[src/rtl/reset_sequencer.sv]
// Reset sequencer: synchronises and debounces an external reset request, merges a
// software request, and releases core then peripheral resets in a timed sequence.
module reset_sequencer #(
    parameter int unsigned SYNC_STAGES = 2,
    parameter int unsigned DEBOUNCE    = 3,
    parameter int unsigned HOLD_CYCLES = 16,
    parameter int unsigned STAGE_GAP   = 4
) (
    input  logic       clk,
    input  logic       rst,
    input  logic       ext_rst_req,
    input  logic       sw_rst_req,
    output logic       rst_core,
    output logic       rst_periph,
    output logic       ready,
    output logic [7:0] rst_count
);

    localparam int unsigned TMAX = (HOLD_CYCLES > STAGE_GAP) ? HOLD_CYCLES : STAGE_GAP;
    localparam int unsigned TW   = (TMAX > 1) ? $clog2(TMAX) : 1;
    localparam int unsigned DW   = $clog2(DEBOUNCE + 1);

    localparam logic [TW-1:0] HOLD_LAST  = TW'(HOLD_CYCLES - 1);
    localparam logic [TW-1:0] STAGE_LAST = TW'(STAGE_GAP - 1);
    localparam logic [DW-1:0] DEB_MAX    = DW'(DEBOUNCE);

    typedef enum logic [1:0] {
        HOLD,
        CORE_UP,
        RUN
    } state_t;

    logic [SYNC_STAGES-1:0] r_sync;
    logic [DW-1:0]          r_deb;
    state_t                 r_state;
    logic [TW-1:0]          r_timer;
    logic [7:0]             r_count;
    logic                   r_rst_core;
    logic                   r_rst_periph;
    logic                   r_ready;

    logic w_req_s;
    logic w_req_active;
    logic w_trigger;

    always_ff @(posedge clk) begin
        if (rst) begin
            r_sync <= '0;
        end else begin
            r_sync <= {r_sync[SYNC_STAGES-2:0], ext_rst_req};
        end
    end

    assign w_req_s = r_sync[SYNC_STAGES-1];

    always_ff @(posedge clk) begin
        if (rst) begin
            r_deb <= '0;
        end else if (!w_req_s) begin
            r_deb <= '0;
        end else if (r_deb != DEB_MAX) begin
            r_deb <= r_deb + DW'(1);
        end
    end

    assign w_req_active = (r_deb == DEB_MAX);
    assign w_trigger    = w_req_active | sw_rst_req;

    // Outputs are registered alongside the state so they always match its decode.
    always_ff @(posedge clk) begin
        if (rst) begin
            r_state      <= HOLD;
            r_timer      <= '0;
            r_count      <= '0;
            r_rst_core   <= 1'b1;
            r_rst_periph <= 1'b1;
            r_ready      <= 1'b0;
        end else if (w_trigger) begin
            r_state      <= HOLD;
            r_timer      <= '0;
            r_rst_core   <= 1'b1;
            r_rst_periph <= 1'b1;
            r_ready      <= 1'b0;
            if (r_state != HOLD && r_count != '1) begin
                r_count <= r_count + 8'd1;
            end
        end else begin
            case (r_state)
                HOLD: begin
                    if (r_timer == HOLD_LAST) begin
                        r_state    <= CORE_UP;
                        r_timer    <= '0;
                        r_rst_core <= 1'b0;
                    end else begin
                        r_timer <= r_timer + TW'(1);
                    end
                end
                CORE_UP: begin
                    if (r_timer == STAGE_LAST) begin
                        r_state      <= RUN;
                        r_timer      <= '0;
                        r_rst_periph <= 1'b0;
                        r_ready      <= 1'b1;
                    end else begin
                        r_timer <= r_timer + TW'(1);
                    end
                end
                RUN: begin
                    r_timer <= '0;
                end
                default: begin
                    r_state      <= HOLD;
                    r_timer      <= '0;
                    r_rst_core   <= 1'b1;
                    r_rst_periph <= 1'b1;
                    r_ready      <= 1'b0;
                end
            endcase
        end
    end

    assign rst_core   = r_rst_core;
    assign rst_periph = r_rst_periph;
    assign ready      = r_ready;
    assign rst_count  = r_count;

endmodule

[config.mk]
export PLATFORM = sky130hd
export DESIGN_NAME = reset_sequencer
export DESIGN_NICKNAME = d
export VERILOG_FILES = /design/src/rtl/reset_sequencer.sv
export SDC_FILE = /design/constraint.sdc
export NUM_CORES = 1
export LEC_CHECK = 0
export CORE_ASPECT_RATIO = 1.25
export CORE_UTILIZATION = 55
export CTS_BUF_LIST = sky130_fd_sc_hd__clkbuf_8
export DETAILED_ROUTE_END_ITERATION = 16
export PLACE_DENSITY = 0.83
export SYNTH_ARGS = -nofsm -noshare
export SYNTH_HDL_FRONTEND = slang
export SYNTH_SLANG_ARGS = --single-unit
export TNS_END_PERCENT = 5
[constraint.sdc]
create_clock -name clk -period 1.85 [get_ports clk]
set_clock_uncertainty 0.05 [all_clocks]
set_input_delay 0.37 -clock clk [delete_from_list [all_inputs] [get_ports clk]]
set_output_delay 0.37 -clock clk [all_outputs]
set_load 0.03 [all_outputs]
Routing congestion map:
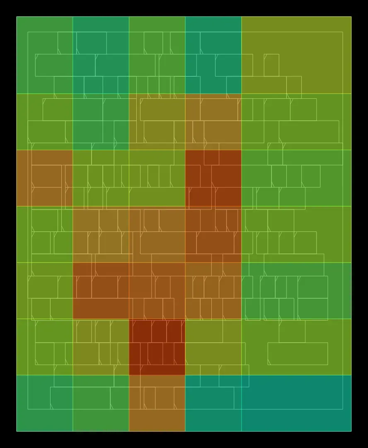
met3 Use GR: 0.0391
met1 capacity usage during global routing: 0.275
met2 Track Usage GR: 0.427

Where the registers sit:
Other sequential cells in the stronger gray, the rest of the logic in the fainter gray.
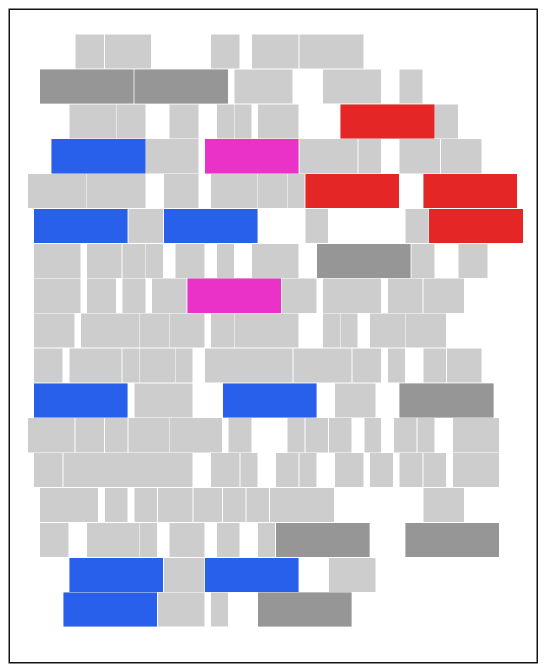
legend:
  magenta:
    netlist_name: r_deb
    sequential_cells: 2
  red:
    netlist_name: r_timer
    sequential_cells: 4
    where: top right
  blue:
    netlist_name: rst_count
    sequential_cells: 8
not colored: 7
sequential cell area: 420 µm²
sequential power: 459 µW
share of the final layout cell area in sequential cells: 0.325
core utilization of the finished layout: 0.724

==> ds_physical_params.txt <==
Implementation parameters

Parameter                              Value

Power and ir drop
  Switching power of the nets    165 µW
  Sequential share of power    0.584
  Sw Share    0.210
  Total power    786 µW
  Combinational share of power    0.036

Critical path
  Crit path capture type    output pin
  Reg2Reg Capture Point    rst_count[3]
  Data arrival time at the worst-slack endpoint    1.36 ns
  Data required time of the critical path    1.43 ns
  Bufs and invs on worst path    1
  Type of the setup path with the least slack    reg2out
  Worst setup startpoint    rst_count[1]
  Worst Path Max Fanout    5
  WP depth    1
  Slowest-stage cell, CP    clkdlybuf4s50_1
  Series of cell instances along the critical path    clkdlybuf4s50_1

Yosys
  Post-Synth Simple-Gate Area    0.244
  Post-synthesis area per instance    9.37 µm²
  Flops after synth    21
  Mux share    0.0620
  Number of nets at floorplan    122
  Count of cell types in the netlist    37
  Number of cells in Yosys stat    112
  Post-synthesis xor/xnor area fraction    0.0250
  Dominant Register Cell    dfxtp_1
  Fraction of the mapped netlist area in compound gates    0.163
  Arithmetic-cell share of the synthesized area counting full adders, half adders and majority gates    0.0715
  Flip-flops with a built-in enable    0
  Dominant kind of combinational cell    simple AND/OR/NAND/NOR gates

Finish
  Combinational gate area    594 µm²
  Final instance area    1290 µm²
  Area growth from synthesis to final layout    23.2%
  Filler Cells Inserted    149

Routing
  Detailed-routed wire length on met3    55 µm
  Routed wire length    2140 µm
  Length of routed met2 wiring    1170 µm
  Detailed-route wire length per cell    14.1 µm
  Number of detailed-route iterations in the first pass    4
  Vias per cell    5.81
  DRC Markers    0

Floorplanning
  Number of placed I/O pins    15
  Number of rows in the core area    17
  Starting density of the core    0.588
  Die Height    50.8 µm
  Core Area    1790 µm²

Global route
  Wire length of the first global-routing pass    3520 µm
  Most congested layer reported by global routing    met2

Run
  Number of logged tool warnings    28
  Number of max-cap violations    0

Timing
  Highest Clock Rate    0.561 GHz
  Number of hold-slack violations in the final timing report    0
  Slew at the pin closest to its max-slew limit    0.370 ns
  RSZ-0062 raised after global routing    false

Hold path
  Worst Hold Path Cells    1
  Classification of the worst-slack hold path    reg2reg

Placement
  Placed Area    1240 µm²
  Worst slack at placement    -0.0689 ns
  Number of buffer cells added on primary ports    14
  Global placement routability congestion    0.668

Clocking
  Clock-pin slew on the worst setup and hold paths    0.07 ns
  Number of buffers added by the clock tree synthesis step    3
  Number of sinks handled by clock tree synthesis    21
  CTS H-tree depth    1

Outcome
  Result of the run    completed
Clock network drawn from the DEF:
Bar = 10 µm.
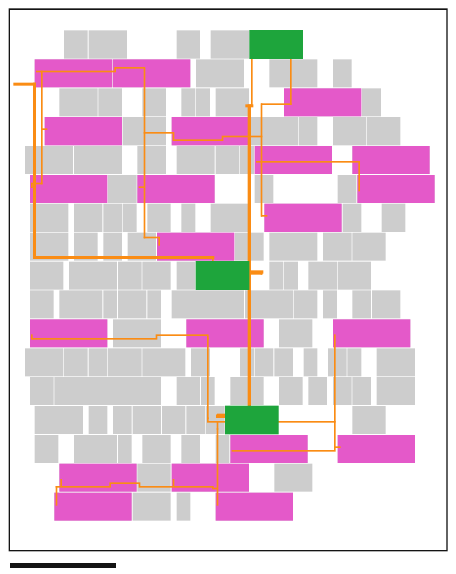
legend:
  green:
    item: cells driving clock nets
    count: 3
  magenta:
    item: flip-flops
    count: 21
  orange:
    item: clock wires
    length: 250 µm
routed clock nets: 4
flops lie: all over the die

-- worst max-delay path by stage --
stage,to,slack (ns)
finish,rst_count[1],0.07
global route,rst_count[1],0.006
CTS,rst_count[4],0.005
detailed placement,rst_count[3],-0.07
global placement,rst_count[5],-0.01
floorplan,rst_count[5],0.04
-- placed cells by master (no fill, tap or decap), drive strengths merged, types with 2 or more instances in the layout --
master and count:
nand3 7, o21ai 3, dfxtp 21, nand2 5, clkdlybuf4s50 9, nor2b 6
nor3 7, mux2 4, nor2 9, clkbuf 3, ha 6, nor4 2
mux2i 2, nand2b 4, a211oi 4, a21oi 6, buf 6, xor2 2
inv 4, dlymetal6s2s 4
-- area by class of cell --
class,instances,area share
multi-input cells,84,0.459
flip-flops and latches,21,0.325
repair buffers,20,0.150
clock buffers,3,0.0319
well taps,19,0.0184
inverters,4,0.0116
clock inverters,1,0.00387
-- per-stage QoR --
| step | setup TNS, ns | hold WS (ns) | util |
|---|---|---|---|
| CTS | 0 | 0.401 | 0.718 |
| floorplan | 0 | 0.364 | - |
| finish | 0 | 0.392 | 0.724 |
| global route | 0 | 0.407 | 0.724 |
| global placement | -0.0146 | 0.369 | 0.693 |
| detailed placement | -0.117 | 0.383 | 0.693 |
-- registers in the layout (all words and copies together) (netlist names) --
name	count
rst_core	1
r_timer	4
r_sync	2
r_state	2
rst_count	8
rst_periph	1
r_deb	2
ready	1
-- Yosys cell counts (3+ instances only) --
cell type / instances
dfxtp_1: 21
nor2_1: 9
nand3_1: 7
nor3_1: 7
a21oi_1: 6
ha_1: 6
nor2b_1: 6
nand2_1: 5
a211oi_1: 4
inv_1: 4
nand2b_1: 4
mux2_2: 3
o21ai_0: 3
-- timing repair --
item,4_1_cts,5_1_grt
pin swaps,0,0
resized,1,4
hold buffers,0,0
setup endpoints to repair,1,4
Power is estimated from default activity; no workload was simulated.
